$ cat config.mk
export PLATFORM = sky130hd
export DESIGN_NAME = conv_column_feeder_flat
export DESIGN_NICKNAME = d
export VERILOG_FILES = /design/src/rtl/conv_pkg.sv /design/src/rtl/conv_column_feeder_if.sv /design/src/rtl/conv_gap_timer.sv /design/src/rtl/conv_column_feeder.sv /design/src/flat_wrapper.sv
export SDC_FILE = /design/constraint.sdc
export NUM_CORES = 1
export LEC_CHECK = 0
export CAP_MARGIN = 40
export CORE_UTILIZATION = 50
export DETAILED_ROUTE_END_ITERATION = 10
export PLACE_DENSITY = 0.76
export SKIP_LAST_GASP = 1
export SLEW_MARGIN = 20
export SYNTH_ARGS = -nofsm -noshare
export SYNTH_HDL_FRONTEND = slang
export SYNTH_SLANG_ARGS = --single-unit
$ cat constraint.sdc
create_clock -name CLK100MHZ -period 6.85 [get_ports CLK100MHZ]
set_input_delay 1.0275 -clock CLK100MHZ [delete_from_list [all_inputs] [get_ports CLK100MHZ]]
set_output_delay 1.0275 -clock CLK100MHZ [all_outputs]
set_load 0.02 [all_outputs]
$ cat src/rtl/conv_pkg.sv
// Shared constants, FSM encoding and strobe-schedule helper for the conv column feeder.
// CONV_ZERO_PAD_EN adds one zero column on each side of the image ("same" output width).
package conv_pkg;

  localparam int BIT_LEN  = 8;
  localparam int ADDR_LEN = 10;
  localparam int M_LEN    = 3;
  localparam int CONV_LAT = 2;
  localparam int S_LEN    = ADDR_LEN + 2;

`ifdef CONV_ZERO_PAD_EN
  localparam int PAD = 1;
`else
  localparam int PAD = 0;
`endif

  // Narrowest image that still produces at least one result.
  localparam int MIN_WIDTH = (PAD != 0) ? 1 : M_LEN;

  typedef enum logic [2:0] {
    ST_IDLE, ST_K_RD, ST_K_CAP, ST_I_WAIT, ST_I_RD, ST_I_CAP, ST_FLUSH, ST_DONE
  } state_t;

  // Image strobe idx carries RAM data (1) or a zero pad/flush column (0).
  function automatic logic strobe_is_read(input logic [S_LEN-1:0] idx,
                                          input logic [ADDR_LEN-1:0] width);
    logic [S_LEN-1:0] w;
    w = {2'b00, width};
    if (PAD != 0) return (idx >= S_LEN'(1)) && (idx <= w);
    else return idx < w;
  endfunction

endpackage

$ cat src/rtl/conv_column_feeder_if.sv
// Line-buffer RAM read port plus the convolver column-input bus.
// Handshake: one column is transferred in each cycle valid is high; there is no back-pressure.
interface conv_column_feeder_if;
  import conv_pkg::*;

  logic [ADDR_LEN-1:0] addr;
  logic                rd_en;
  logic [BIT_LEN-1:0]  rd0, rd1, rd2;
  logic [BIT_LEN-1:0]  dato0, dato1, dato2;
  logic                selecK_I;
  logic                valid;
  logic                res_valid;

  modport master (
    output addr, rd_en, dato0, dato1, dato2, selecK_I, valid, res_valid,
    input  rd0, rd1, rd2
  );

  modport slave (
    input  addr, rd_en, dato0, dato1, dato2, selecK_I, valid, res_valid,
    output rd0, rd1, rd2
  );

endinterface

$ cat src/rtl/conv_gap_timer.sv
// Reloadable down-counter; o_fire marks the last wait cycle before the next image column.
module conv_gap_timer #(
    parameter int W = 3
) (
    input  logic         i_clk,
    input  logic         i_rst_n,
    input  logic         i_load,
    input  logic [W-1:0] i_count,
    output logic         o_fire
);

    logic [W-1:0] r_cnt;

    always_ff @(posedge i_clk or negedge i_rst_n) begin
        if (!i_rst_n)            r_cnt <= '0;
        else if (i_load)         r_cnt <= i_count;
        else if (r_cnt != '0)    r_cnt <= r_cnt - 1'b1;
    end

    assign o_fire = (r_cnt == W'(1));

endmodule

$ cat src/rtl/conv_column_feeder.sv
// Streams 3 kernel columns then the image columns (plus a zero flush) into the 3x3 convolver.
// Build with CONV_ZERO_PAD_EN to pad the image with one zero column on each side.
module conv_column_feeder
    import conv_pkg::*;
#(
    parameter int GAP = 4
) (
    input  logic                CLK100MHZ,
    input  logic                i_reset,
    input  logic                i_start,
    input  logic [ADDR_LEN-1:0] i_width,
    input  logic [ADDR_LEN-1:0] i_kbase,
    input  logic [ADDR_LEN-1:0] i_ibase,
    output logic                o_busy,
    output logic                o_done,
    output state_t              o_dbg_state,
    conv_column_feeder_if.master bus
);

    localparam int TW = $clog2(GAP + 1);

    if (GAP < CONV_LAT + 1) begin : g_gap_check
        $error("GAP too small for the convolver pipeline");
    end

    state_t              r_state;
    logic [ADDR_LEN-1:0] r_width, r_kbase, r_ibase, r_addr;
    logic [1:0]          r_k;
    logic [S_LEN-1:0]    r_s, r_n;
    logic                r_rd_en, r_valid, r_sel, r_res_valid, r_busy, r_done;
    logic [BIT_LEN-1:0]  r_d0, r_d1, r_d2;

    logic [S_LEN-1:0]    w_nxt;
    logic                w_strobe_end, w_nxt_read, w_cur_read, w_last, w_tmr_load, w_fire;
    logic [TW-1:0]       w_tmr_count;
    logic [ADDR_LEN-1:0] w_col_addr;

    // r_s is the index of the image strobe in flight (or next to issue while waiting).
    always_comb begin
        w_strobe_end = (r_state == ST_I_CAP) || (r_state == ST_FLUSH) ||
                       ((r_state == ST_K_CAP) && (r_k == 2'd2));
        w_nxt        = (r_state == ST_K_CAP) ? r_s : r_s + 1'b1;
        w_nxt_read   = strobe_is_read(w_nxt, r_width);
        w_cur_read   = strobe_is_read(r_s, r_width);
        w_last       = (w_nxt == r_n);
        w_tmr_load   = w_strobe_end && !w_last;
        // A RAM column spends one cycle in I_RD, a zero column does not.
        w_tmr_count  = w_nxt_read ? TW'(GAP - 2) : TW'(GAP - 1);
        w_col_addr   = r_ibase + r_s[ADDR_LEN-1:0] - ADDR_LEN'(PAD);
    end

    conv_gap_timer #(.W(TW)) u_gap_timer (
        .i_clk   (CLK100MHZ),
        .i_rst_n (i_reset),
        .i_load  (w_tmr_load),
        .i_count (w_tmr_count),
        .o_fire  (w_fire)
    );

    always_ff @(posedge CLK100MHZ or negedge i_reset) begin
        if (!i_reset) begin
            r_state     <= ST_IDLE;
            r_width     <= '0;
            r_kbase     <= '0;
            r_ibase     <= '0;
            r_addr      <= '0;
            r_k         <= '0;
            r_s         <= '0;
            r_n         <= '0;
            r_rd_en     <= 1'b0;
            r_valid     <= 1'b0;
            r_sel       <= 1'b0;
            r_res_valid <= 1'b0;
            r_busy      <= 1'b0;
            r_done      <= 1'b0;
            r_d0        <= '0;
            r_d1        <= '0;
            r_d2        <= '0;
        end else begin
            r_rd_en     <= 1'b0;
            r_valid     <= 1'b0;
            r_res_valid <= 1'b0;
            r_done      <= 1'b0;
            case (r_state)
                ST_IDLE: if (i_start) begin
                    r_width <= i_width;
                    r_kbase <= i_kbase;
                    r_ibase <= i_ibase;
                    r_n     <= S_LEN'(i_width) + S_LEN'(1 + 2 * PAD);
                    r_k     <= '0;
                    r_s     <= '0;
                    r_busy  <= 1'b1;
                    if (i_width < ADDR_LEN'(MIN_WIDTH)) begin
                        r_state <= ST_DONE;
                    end else begin
                        r_rd_en <= 1'b1;
                        r_addr  <= i_kbase;
                        r_state <= ST_K_RD;
                    end
                end
                ST_K_RD: begin
                    r_d0    <= bus.rd0;
                    r_d1    <= bus.rd1;
                    r_d2    <= bus.rd2;
                    r_sel   <= 1'b0;
                    r_valid <= 1'b1;
                    r_state <= ST_K_CAP;
                end
                ST_K_CAP: begin
                    if (r_k == 2'd2) begin
                        r_state <= ST_I_WAIT;
                    end else begin
                        r_k     <= r_k + 2'd1;
                        r_rd_en <= 1'b1;
                        r_addr  <= r_kbase + ADDR_LEN'(r_k + 2'd1);
                        r_state <= ST_K_RD;
                    end
                end
                ST_I_WAIT: if (w_fire) begin
                    if (w_cur_read) begin
                        r_rd_en <= 1'b1;
                        r_addr  <= w_col_addr;
                        r_state <= ST_I_RD;
                    end else begin
                        r_d0    <= '0;
                        r_d1    <= '0;
                        r_d2    <= '0;
                        r_sel   <= 1'b1;
                        r_valid <= 1'b1;
                        r_state <= ST_FLUSH;
                    end
                end
                ST_I_RD: begin
                    r_d0    <= bus.rd0;
                    r_d1    <= bus.rd1;
                    r_d2    <= bus.rd2;
                    r_sel   <= 1'b1;
                    r_valid <= 1'b1;
                    r_state <= ST_I_CAP;
                end
                ST_I_CAP, ST_FLUSH: begin
                    // The convolver holds a full window once three columns precede this one.
                    r_res_valid <= (r_s >= S_LEN'(M_LEN));
                    r_s         <= r_s + 1'b1;
                    r_state     <= w_last ? ST_DONE : ST_I_WAIT;
                end
                ST_DONE: begin
                    r_done  <= 1'b1;
                    r_busy  <= 1'b0;
                    r_state <= ST_IDLE;
                end
                default: r_state <= ST_IDLE;
            endcase
        end
    end

    assign bus.addr      = r_addr;
    assign bus.rd_en     = r_rd_en;
    assign bus.dato0     = r_d0;
    assign bus.dato1     = r_d1;
    assign bus.dato2     = r_d2;
    assign bus.selecK_I  = r_sel;
    assign bus.valid     = r_valid;
    assign bus.res_valid = r_res_valid;
    assign o_busy        = r_busy;
    assign o_done        = r_done;
    assign o_dbg_state   = r_state;

endmodule

$ cat src/flat_wrapper.sv
// flat-port wrapper written by rule: the top's interface ports become plain ports
module conv_column_feeder_flat import conv_pkg::*;
#(
    parameter int GAP = 4
)
  (CLK100MHZ, i_reset, i_start, i_width, i_kbase, i_ibase, o_busy, o_done, o_dbg_state, bus_addr, bus_rd_en, bus_dato0, bus_dato1, bus_dato2, bus_selecK_I, bus_valid, bus_res_valid, bus_rd0, bus_rd1, bus_rd2);
  conv_column_feeder_if bus_i ();
  input  logic CLK100MHZ;
  input  logic i_reset;
  input  logic i_start;
  input  logic [ADDR_LEN-1:0] i_width;
  input  logic [ADDR_LEN-1:0] i_kbase;
  input  logic [ADDR_LEN-1:0] i_ibase;
  output logic o_busy;
  output logic o_done;
  output state_t o_dbg_state;
  output wire logic [$bits(bus_i.addr)-1:0] bus_addr;
  output wire logic [$bits(bus_i.rd_en)-1:0] bus_rd_en;
  output wire logic [$bits(bus_i.dato0)-1:0] bus_dato0;
  output wire logic [$bits(bus_i.dato1)-1:0] bus_dato1;
  output wire logic [$bits(bus_i.dato2)-1:0] bus_dato2;
  output wire logic [$bits(bus_i.selecK_I)-1:0] bus_selecK_I;
  output wire logic [$bits(bus_i.valid)-1:0] bus_valid;
  output wire logic [$bits(bus_i.res_valid)-1:0] bus_res_valid;
  input wire logic [$bits(bus_i.rd0)-1:0] bus_rd0;
  input wire logic [$bits(bus_i.rd1)-1:0] bus_rd1;
  input wire logic [$bits(bus_i.rd2)-1:0] bus_rd2;
  assign bus_addr = bus_i.addr;
  assign bus_rd_en = bus_i.rd_en;
  assign bus_dato0 = bus_i.dato0;
  assign bus_dato1 = bus_i.dato1;
  assign bus_dato2 = bus_i.dato2;
  assign bus_selecK_I = bus_i.selecK_I;
  assign bus_valid = bus_i.valid;
  assign bus_res_valid = bus_i.res_valid;
  assign bus_i.rd0 = bus_rd0;
  assign bus_i.rd1 = bus_rd1;
  assign bus_i.rd2 = bus_rd2;
  conv_column_feeder #(.GAP(GAP)) u_core (.CLK100MHZ(CLK100MHZ), .i_reset(i_reset), .i_start(i_start), .i_width(i_width), .i_kbase(i_kbase), .i_ibase(i_ibase), .o_busy(o_busy), .o_done(o_done), .o_dbg_state(o_dbg_state), .bus(bus_i));
endmodule
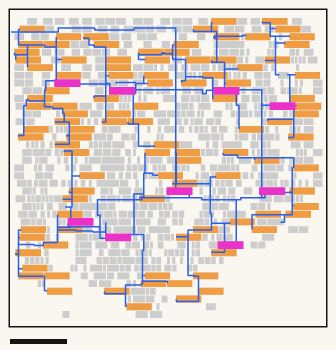
(routed clock nets over the placement)
The bar under the picture is 20 µm long.
Magenta marks clock-net drivers, count 9. Orange marks flip-flops, count 101. Blue marks clock wires, length 1230 µm.
Position of the flops: spread over the die. There are 10 routed clock nets.
Clock Latency Late Sink: 0.36 ns
Power Clock: 554 µW
clock power share: 15.7%

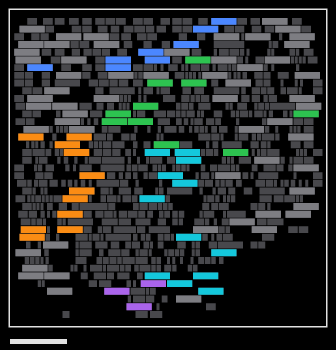
(sequential cells coloured by netlist name)
The bar under the picture is 20 µm long.
Cyan marks u_core.r_s, flops 12. Green marks u_core.r_ibase, flops 10. Blue marks u_core.bus.dato2, flops 8, where top middle. Orange marks u_core.r_n, flops 11, where left middle. Purple marks u_core.u_gap_timer.r_cnt, flops 3.
Seq area share: 34.11%
register area: 2527 µm²
P_seq: 1.15 mW

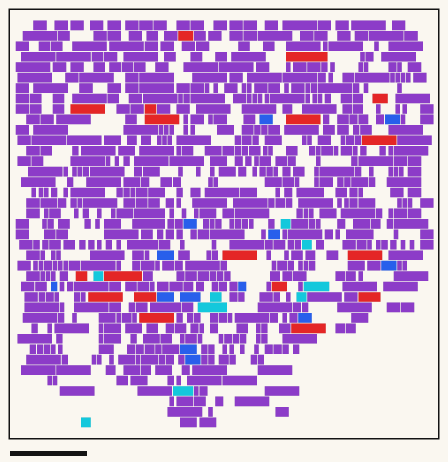
(cells by drive strength)
The bar under the picture is 20 µm long.
Cyan marks x3 and x4, cells 9, share 1.2%, most used buf_4. Red marks x6 and larger, cells 18, share 2.5%, most used clkbuf_16. Blue marks x2, cells 13, share 1.8%, most used mux2_2. Purple marks x1 and smaller, cells 693, share 95%, most used nand2_1.

==> qor.yml <==
use_met2_pct: 43.75
warnings: 31
post-place-cells: 858
criticalPathCategory: "reg -> reg"
violations: "design-rule violations"
status: "finished with violations"
drc: 7
taps: 143
tightest_slew_ns: 0.8278
grt_pass1_vias: 5210
top_cell_area_share_pct: 42.20
postCtsSetupBuffers: 0
cts.sinks: 101
vias: 5132
hold-path-endpoint: "u_core.r_ibase[7]"
grt_pass1_wl_mm: 25.32
grt_setup_unrepaired: "false"
dr_wl_met2_mm: 7.653
sh_comb_area_pct: 43.35
dp_slack_ns: 3.079
n_all_buffers: 106
cp_cell_sequence: "or3b_1 > o311ai_0 > o21a_1 > or4b_1 > nor4_2 > or2_4 > mux2_4"
grt_usage_pct: 25.86
maxSlewViolCount: 0
fin_setup_tns_ns: 0
ant_nets: 0
ys_types: 62
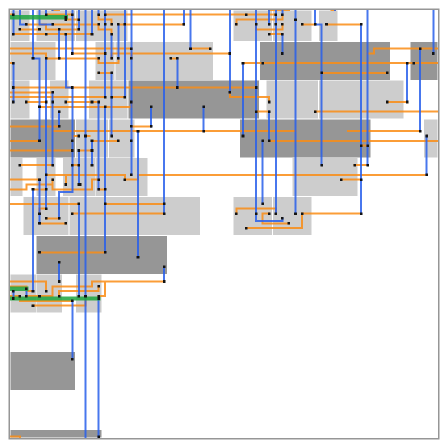
(close-up of the layout)
Window x 69 to 99, y 13 to 43 µm. Cells in grey, sequential cells in the stronger grey; small squares are vias.
Orange marks M1. Green marks M3. Blue marks M2.
Sequential cells in the window: 6. Netlist names of flops here include u_core.o_dbg_state (2), u_core.r_k (2), u_core.r_s (2). 33 logic cells have their middle in the window. Most frequent: dfrtp_1 (6), o31ai_1 (3), o21ai_0 (3).

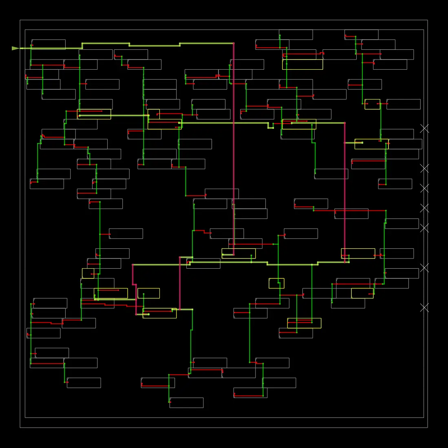
(clock routing)
skew final: 0.009508 ns
CTS Buf Count: 9
flop count: 101

power by group:
part | leakage [nW] | switching, mW | total, mW | internal, mW
registers | 1.26 | 0.283 | 1.15 | 0.866
clock network | 0.160 | 0.257 | 0.554 | 0.297
logic | 1.92 | 0.980 | 1.83 | 0.854
cells by family (layout without fill, tap and decap cells):
| kind of cell | Yosys count | after routing | share of synthesized area, % |
|---|---|---|---|
| simple gates | 232 | 232 | 18.65 |
| mux | 6 | 6 | 1.149 |
| fa+ha+maj | 39 | 39 | 8.398 |
| flops | 101 | 101 | 42.20 |
| buf+inv | 62 | 149 | 4.324 |
| xor+xnor | 48 | 48 | 7.959 |
| compound gates | 158 | 158 | 17.32 |
how the worst max path moves through the flow:
| stage | slack [ns] | end | depth (start not counted) |
|---|---|---|---|
| after floorplan | 4.28 | u_core.u_gap_timer.r_cnt[0] | 9 |
| after global placement | 3.22 | u_core.bus.addr[3] | 7 |
| after detailed placement | 3.08 | u_core.bus.addr[3] | 7 |
| after CTS | 3.45 | u_core.bus.addr[3] | 7 |
| after global routing | 3.35 | u_core.bus.addr[3] | 6 |
| final | 3.60 | u_core.u_gap_timer.r_cnt[0] | 7 |
cells in the final DEF, fill, tap and decap left out, types with 3 or more instances in the layout:
master,instances
xnor2_1,24
xnor3_1,3
clkbuf_16,9
and3_1,3
and2_1,4
ha_1,37
o211ai_1,7
or3_1,3
mux2_2,3
a22o_1,24
nor3_1,10
a211oi_1,4
o21ai_0,58
a31oi_1,5
nand2b_1,8
inv_1,26
xor2_1,20
and4_1,3
buf_4,5
nor2b_1,8
o31ai_1,6
a21oi_1,23
nand3_1,13
a21o_1,6
nor2_1,37
nor4_1,8
nand2_1,113
clkdlybuf4s50_1,98
nand4_1,10
dfrtp_1,101
Power and IR drop assume default switching activity.
